Supply network:
Scale bar: 20 microns. Pins as bars on the die edge.
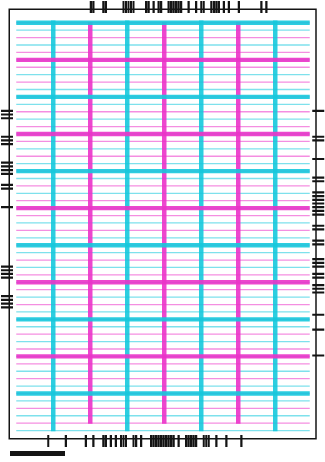
Cells colored by class:
Scale bar: 20 microns.
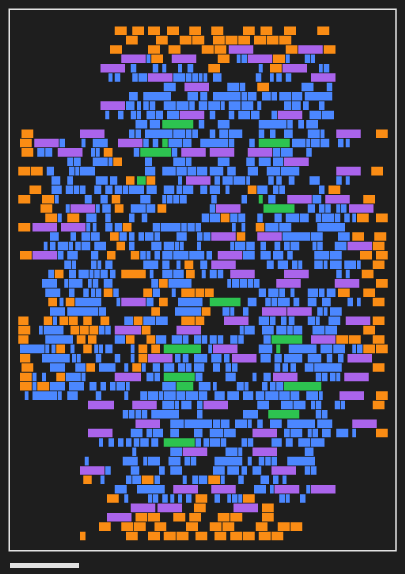
Routed clock nets over the placement:
Scale bar: 20 microns.
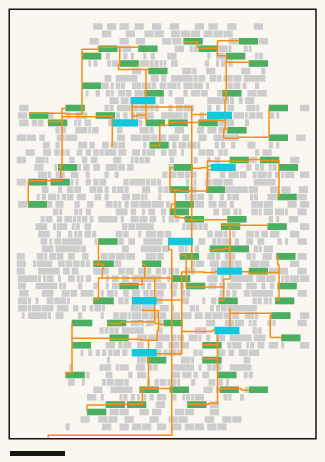
Wiring by layer:
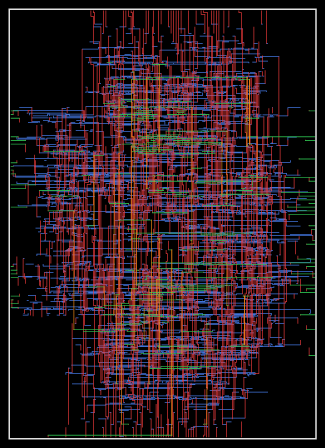
==> src/rtl/axi_stream_insert_header.sv <==
// axi_stream_insert_header: prepends a per-packet header (0..DATA_BYTE_WD bytes)
// to an AXI-Stream packet and re-packs the bytes contiguously from the MSB lane.
// Optional build macro AXIS_HDR_ZERO_PAD_EN: drive data_out lanes with keep_out=0 to 0x00.
// Note: rst_n is a synchronous, active-HIGH reset despite its name.
//
// state  | meaning
// IDLE   | waiting for a header; data is stalled
// STREAM | merging residual bytes with incoming data beats
// FLUSH  | emitting the residual bytes left over after the last beat
`timescale 1ns/1ps
module axi_stream_insert_header #(
  parameter int DATA_WD      = 32,
  parameter int DATA_BYTE_WD = DATA_WD / 8
) (
  input  logic                    clk,
  input  logic                    rst_n,
  input  logic                    valid_in,
  input  logic [DATA_WD-1:0]      data_in,
  input  logic [DATA_BYTE_WD-1:0] keep_in,
  input  logic                    last_in,
  output logic                    ready_in,
  output logic                    valid_out,
  output logic [DATA_WD-1:0]      data_out,
  output logic [DATA_BYTE_WD-1:0] keep_out,
  output logic                    last_out,
  input  logic                    ready_out,
  input  logic                    valid_insert,
  input  logic [DATA_WD-1:0]      header_insert,
  input  logic [DATA_BYTE_WD-1:0] keep_insert,
  output logic                    ready_insert
);

  localparam int CW = $clog2(2 * DATA_BYTE_WD + 1);
  localparam logic [CW-1:0] BYTES = CW'(DATA_BYTE_WD);

  typedef enum logic [1:0] {IDLE, STREAM, FLUSH} state_t;

  state_t                  state, state_nxt;
  logic [DATA_WD-1:0]      res, res_nxt;
  logic [CW-1:0]           res_cnt, cnt_nxt;
  logic [CW-1:0]           hdr_cnt, beat_cnt, sum_cnt;
  logic [2*DATA_WD-1:0]    cat_shift;
  logic [DATA_WD-1:0]      window, flush_data;
  logic                    out_free, load;
  logic [DATA_WD-1:0]      ld_data;
  logic [DATA_BYTE_WD-1:0] ld_keep;
  logic                    ld_last;

  function automatic logic [DATA_BYTE_WD-1:0] top_lanes(input logic [CW-1:0] k);
    logic [DATA_BYTE_WD-1:0] m;
    for (int i = 0; i < DATA_BYTE_WD; i++) m[i] = (i + int'(k)) >= DATA_BYTE_WD;
    return m;
  endfunction

`ifdef AXIS_HDR_ZERO_PAD_EN
  function automatic logic [DATA_WD-1:0] lane_mask(input logic [DATA_BYTE_WD-1:0] k);
    logic [DATA_WD-1:0] m;
    for (int i = 0; i < DATA_BYTE_WD; i++) m[8*i +: 8] = {8{k[i]}};
    return m;
  endfunction
`endif

  // Byte counts of the header and of the current data beat
  always_comb begin
    hdr_cnt  = '0;
    beat_cnt = '0;
    for (int i = 0; i < DATA_BYTE_WD; i++) begin
      hdr_cnt  = hdr_cnt + CW'(keep_insert[i]);
      beat_cnt = beat_cnt + CW'(keep_in[i]);
    end
  end

  // Residual (low res_cnt lanes of res) followed by the top data lanes;
  // leftover data lanes after an overflowing last beat are re-aligned to the MSB.
  assign sum_cnt    = res_cnt + beat_cnt;
  assign cat_shift  = {res, data_in} >> {res_cnt, 3'b000};
  assign window     = cat_shift[DATA_WD-1:0];
  assign flush_data = data_in << {BYTES - res_cnt, 3'b000};
  assign out_free   = !valid_out || ready_out;

  // Next-state, handshake and output-load decode
  always_comb begin
    state_nxt    = state;
    res_nxt      = res;
    cnt_nxt      = res_cnt;
    ready_in     = 1'b0;
    ready_insert = 1'b0;
    load         = 1'b0;
    ld_data      = window;
    ld_keep      = '1;
    ld_last      = 1'b0;
    case (state)
      IDLE: begin
        ready_insert = 1'b1;
        if (valid_insert) begin
          res_nxt   = header_insert;
          cnt_nxt   = hdr_cnt;
          state_nxt = STREAM;
        end
      end
      STREAM: begin
        ready_in = out_free;
        if (valid_in && out_free) begin
          load = 1'b1;
          if (!last_in) begin
            res_nxt = data_in;
          end else if (sum_cnt <= BYTES) begin
            ld_keep   = top_lanes(sum_cnt);
            ld_last   = 1'b1;
            res_nxt   = '0;
            cnt_nxt   = '0;
            state_nxt = IDLE;
          end else begin
            res_nxt   = flush_data;
            cnt_nxt   = sum_cnt - BYTES;
            state_nxt = FLUSH;
          end
        end
      end
      FLUSH: begin
        if (out_free) begin
          load      = 1'b1;
          ld_data   = res;
          ld_keep   = top_lanes(res_cnt);
          ld_last   = 1'b1;
          res_nxt   = '0;
          cnt_nxt   = '0;
          state_nxt = IDLE;
        end
      end
      default: state_nxt = IDLE;
    endcase
  end

  // State, residual and registered output beat
  always_ff @(posedge clk) begin
    if (rst_n) begin
      state     <= IDLE;
      res       <= '0;
      res_cnt   <= '0;
      valid_out <= 1'b0;
      data_out  <= '0;
      keep_out  <= '0;
      last_out  <= 1'b0;
    end else begin
      state   <= state_nxt;
      res     <= res_nxt;
      res_cnt <= cnt_nxt;
      if (load) begin
        valid_out <= 1'b1;
`ifdef AXIS_HDR_ZERO_PAD_EN
        data_out  <= ld_data & lane_mask(ld_keep);
`else
        data_out  <= ld_data;
`endif
        keep_out  <= ld_keep;
        last_out  <= ld_last;
      end else if (ready_out) begin
        valid_out <= 1'b0;
      end
    end
  end

endmodule

==> config.mk <==
export PLATFORM = sky130hd
export DESIGN_NAME = axi_stream_insert_header
export DESIGN_NICKNAME = d
export VERILOG_FILES = /design/src/rtl/axi_stream_insert_header.sv
export SDC_FILE = /design/constraint.sdc
export NUM_CORES = 1
export LEC_CHECK = 0
export CORE_AREA = 2 2 110 155
export DETAILED_ROUTE_END_ITERATION = 8
export DIE_AREA = 0 0 112 157
export PLACE_DENSITY = 0.65
export REMOVE_ABC_BUFFERS = 1
export SLEW_MARGIN = 20
export SYNTH_ARGS = -nofsm -noshare
export SYNTH_HDL_FRONTEND = slang
export SYNTH_SLANG_ARGS = --single-unit
==> constraint.sdc <==
create_clock -name clk -period 3.2 [get_ports clk]
set_clock_uncertainty 0.15 [all_clocks]
set_input_delay 0.32 -clock clk [delete_from_list [all_inputs] [get_ports clk]]
set_output_delay 0.32 -clock clk [all_outputs]
set_load 0.01 [all_outputs]
==> impl_metrics.tcl <==
# yosys + openroad results
set metrics [dict create \
    ys_area_sq_um 6347 \
    cp-end-kind "flip-flop" \
    grt_pass1_wl_mm 35.98 \
    drt-initial-drc-count 652 \
    dp.cells 1082 \
    hold_violations 0 \
    synthXorXnorAreaFrac 0.01084 \
    cp.required_ps 3280 \
    cts_hold_buf 0 \
    topCombFamilyByArea "AND-OR/OR-AND gates" \
    die_y_microns 157 \
    synthAdderAreaFrac 0.04021 \
    synthFlopType "dfxtp_1" \
    crit_fanout 8 \
    postSynthSeqShare 0.2397 \
    antenna_cells 0 \
    clock_sinks 76 \
    final_nets 990 \
    cts.reportedPaths.clkPinSlew_ps 60 \
    die_w_microns 112 \
    rows 55 \
    period_used_share 0.9546 \
    numCtsBuffers 9 \
    crit-reg2reg-launch "res_cnt[1]" \
    post-synth-top-count-cell "a21oi_1" \
    htree_levels 3 \
    root_buffer "clkbuf_16" \
    p_leak_nw 2.921 \
    min_path_type "reg -> reg" \
    top_area_cell "dfxtp_1" \
    aoi_share 0.3111 \
    setup_violations 0 \
    num_vias 6784 \
    ys_sh_simple 0.1603 \
    synth.distinct_cells 62 \
    tns_ps 0 \
    yosys.area.top_type_share 0.2397 \
    yosysWarnings 0 \
    core_util_floorplan 0.3942 \
    yosys-top-cells-area "dfxtp_1 (24%), mux2i_1 (9.9%), a21oi_1 (8.1%)" \
    grt_max_degree 71 \
    warning_count 31 \
    dp_hpwl_mm 15.51 \
    r2r_slack_ps 500 \
    io_buffers 117 \
    synth.cell_area_sq_um 6347 \
    power_mw 4.394 \
    firstDrtPassIters 5 \
    synth-seq-cells 76 \
    ir_worst_vdd_v 0.0002942 \
    yosys_cells 783 \
    cts_tree "yes" \
    synthCells 783 \
    worst_pin_slew_ps 1214 \
    critPathLaunchType "input pin" \
    insertion_delay_ps 340 \
    grt_pass1_vias 6496 \
    edf_count 0 \
    viasPerCell 6.179 \
    core_sq_um 16100 \
    layout-drive-gt1-share 0.1502 \
    cap_violations 0 \
    dieArea_sq_um 17580 \
    p_per_area_nw_per_um2 534.6 \
    ioPinCount 118 \
    ys_async_sr_fraction 0 \
    synthMuxAreaShare 0.1721 \
    slew_violations 0 \
    routabilityCongestion 0.8959 \
    route.detailed.drc 0 \
    routed_wirelength_mm 22.87 \
    ys_top_cells_by_count "a21oi_1 (103), dfxtp_1 (76), nor2_1 (65)" \
    ant_nets 0 \
    status "complete, no violations" \
    clk_path_buf_depth 2 \
    relSlewSlack 0.1879 \
    startpoint "keep_in[3]" \
    worstSetupPathType "in -> reg" \
    layout_setup_ws_ps 145.1 \
    preCtsSetupSlack_ps -494.6 \
    min-delay-start "data_out[12]" \
    syn_avg_cell_area_sq_um 8.106 \
    final_cells 1098 \
    fmax_mhz 327.3 \
    routedWlPerCell_microns 20.83 \
    hold_slack_ps 341.6 \
    worstPathArrival_ps 3130 \
    antenna_found_initial 0 \
    fin_crit_ps 3055 \
    area_delta_synth_final_pct 29.47 \
    grt.overflow.total 0 \
    grt_util_all_layers 0.2579 \
]
-- 'supply network' (at the start) --
Key: magenta = VDD; cyan = VSS
11 straps on met5. 56 met1 rails follow the rows. The core has 55 rows. 7 straps on met4. 118 signal pins sit on the boundary.

-- 'cells colored by class' (at the start) --
Key: green = clock drivers and dummy loads [cells 16, share of their area 4.0%]; blue = all other logic [cells 634, share of their area 57%]; purple = flip-flops [cells 76, share of their area 19%]; orange = other buffers and delay cells [cells 173, share of their area 20%]

-- 'routed clock nets over the placement' (at the start) --
Key: orange = clock wires [length 1,260 microns]; cyan = cells driving clock nets [count 9]; green = flip-flops [count 76]
Position of the flops: spread over the die.

-- 'wiring by layer' (at the start) --
Key: orange = met4 [wire length 1,020 microns]; green = met3 [wire length 1,480 microns]; red = met2 [wire length 11,400 microns]; blue = met1 [wire length 8,980 microns]

cell usage in the layout, fill, tap and decap left out, drive strengths merged, types with 4 or more instances in the layout:
cell type / netlist / layout
a211o: 8 / 8
inv: 19 / 19
and3: 10 / 10
a31oi: 10 / 10
nor2: 65 / 65
nand3: 4 / 4
nor2b: 17 / 17
a21o: 9 / 9
ha: 14 / 14
a221oi: 9 / 9
nand2b: 21 / 21
nand2: 42 / 42
mux2: 9 / 9
o21ai: 75 / 75
and2: 4 / 4
a311oi: 9 / 9
clkdlybuf4s50: 0 / 113
a32oi: 8 / 8
xnor2: 7 / 7
a22oi: 10 / 10
a211oi: 29 / 29
o211ai: 10 / 10
o221a: 8 / 8
mux4: 16 / 16
buf: 38 / 57
o221ai: 9 / 9
a21oi: 104 / 104
fa: 4 / 4
mux2i: 63 / 63
dfxtp: 76 / 76
clkbuf: 35 / 12
nor3: 22 / 22
flip-flops by register name, summed over array words and instances, names as in the netlist:
register	cells
valid_out	1
res_cnt	4
data_out	32
res	32
state	2
last_out	1
keep_out	4
final cells by class:
type,count,area [sq um]
Sequential cell,76,1525
Tap cell,199,249.0
Inverter,19,71.32
Multi-Input combinational cell,615,4451
Fill cell,1582,7885
Clock inverter,4,72.57
Clock buffer,12,246.5
Timing Repair Buffer,173,1603
where the power goes:
group | leakage (nW) | internal [mW] | switching (mW) | total, mW
Clock | 0.153 | 0.705 | 0.435 | 1.14
Combinational | 2.15 | 0.923 | 1.14 | 2.07
Sequential | 0.622 | 1.06 | 0.130 | 1.19
Total | 2.92 | 2.68 | 1.71 | 4.39
per-layer routing:
layer	track usage	part of all wire	vias up	routed length, microns
li1	-	-	3158	-
met1	0.3045	0.39	3228	8984
met2	0.4485	0.50	324	11390
met3	0.05160	0.065	74	1479
met4	0.1237	0.044	0	1016
met5	0	0	-	0
cells by family (layout without fill, tap and decap cells):
group                    count (synthesis)  in the layout
AND-OR/OR-AND                          304            304
flip-flops                              76             76
AND/OR/NAND/NOR                        198            198
XOR/XNOR                                 7              7
adder cells (fa/ha/maj)                 18             18
multiplexers                            88             88
buffers and inverters                   92            208
per-stage QoR:
stage	instance area (sq um)	utilization
after global placement	7855	0.4878
after global routing	8218	0.5103
after CTS	8203	0.5094
after detailed placement	7855	0.4878
after floorplan	6001	-
final	8218	0.5103
final timing paths:
check,end,depth (start not counted)
worst max-delay path,res[30],14
worst min-delay path,data_out[12],2
worst max register to register,res[30],8
worst min register to register,data_out[12],2
critical path, stage by stage:
cell and delay, ps:
dlygate4sd2_1 250, fa_1 540, inv_2 40, fa_2 360, inv_2 60, fa_2 450, inv_1 90, ha_1 190
buf_4 140, nand2_1 90, o21ai_1 220, buf_12 180, a211o_1 140, a21oi_1 70
repair_timing:
| action | CTS | global route |
|---|---|---|
| buffers inserted | 0 | 0 |
| pin swaps | 8 | 4 |
| resized | 12 | 3 |
| endpoints found under the hold margin | 0 | 0 |
| endpoints found under the setup margin | 36 | 10 |
Power and IR drop assume default switching activity.
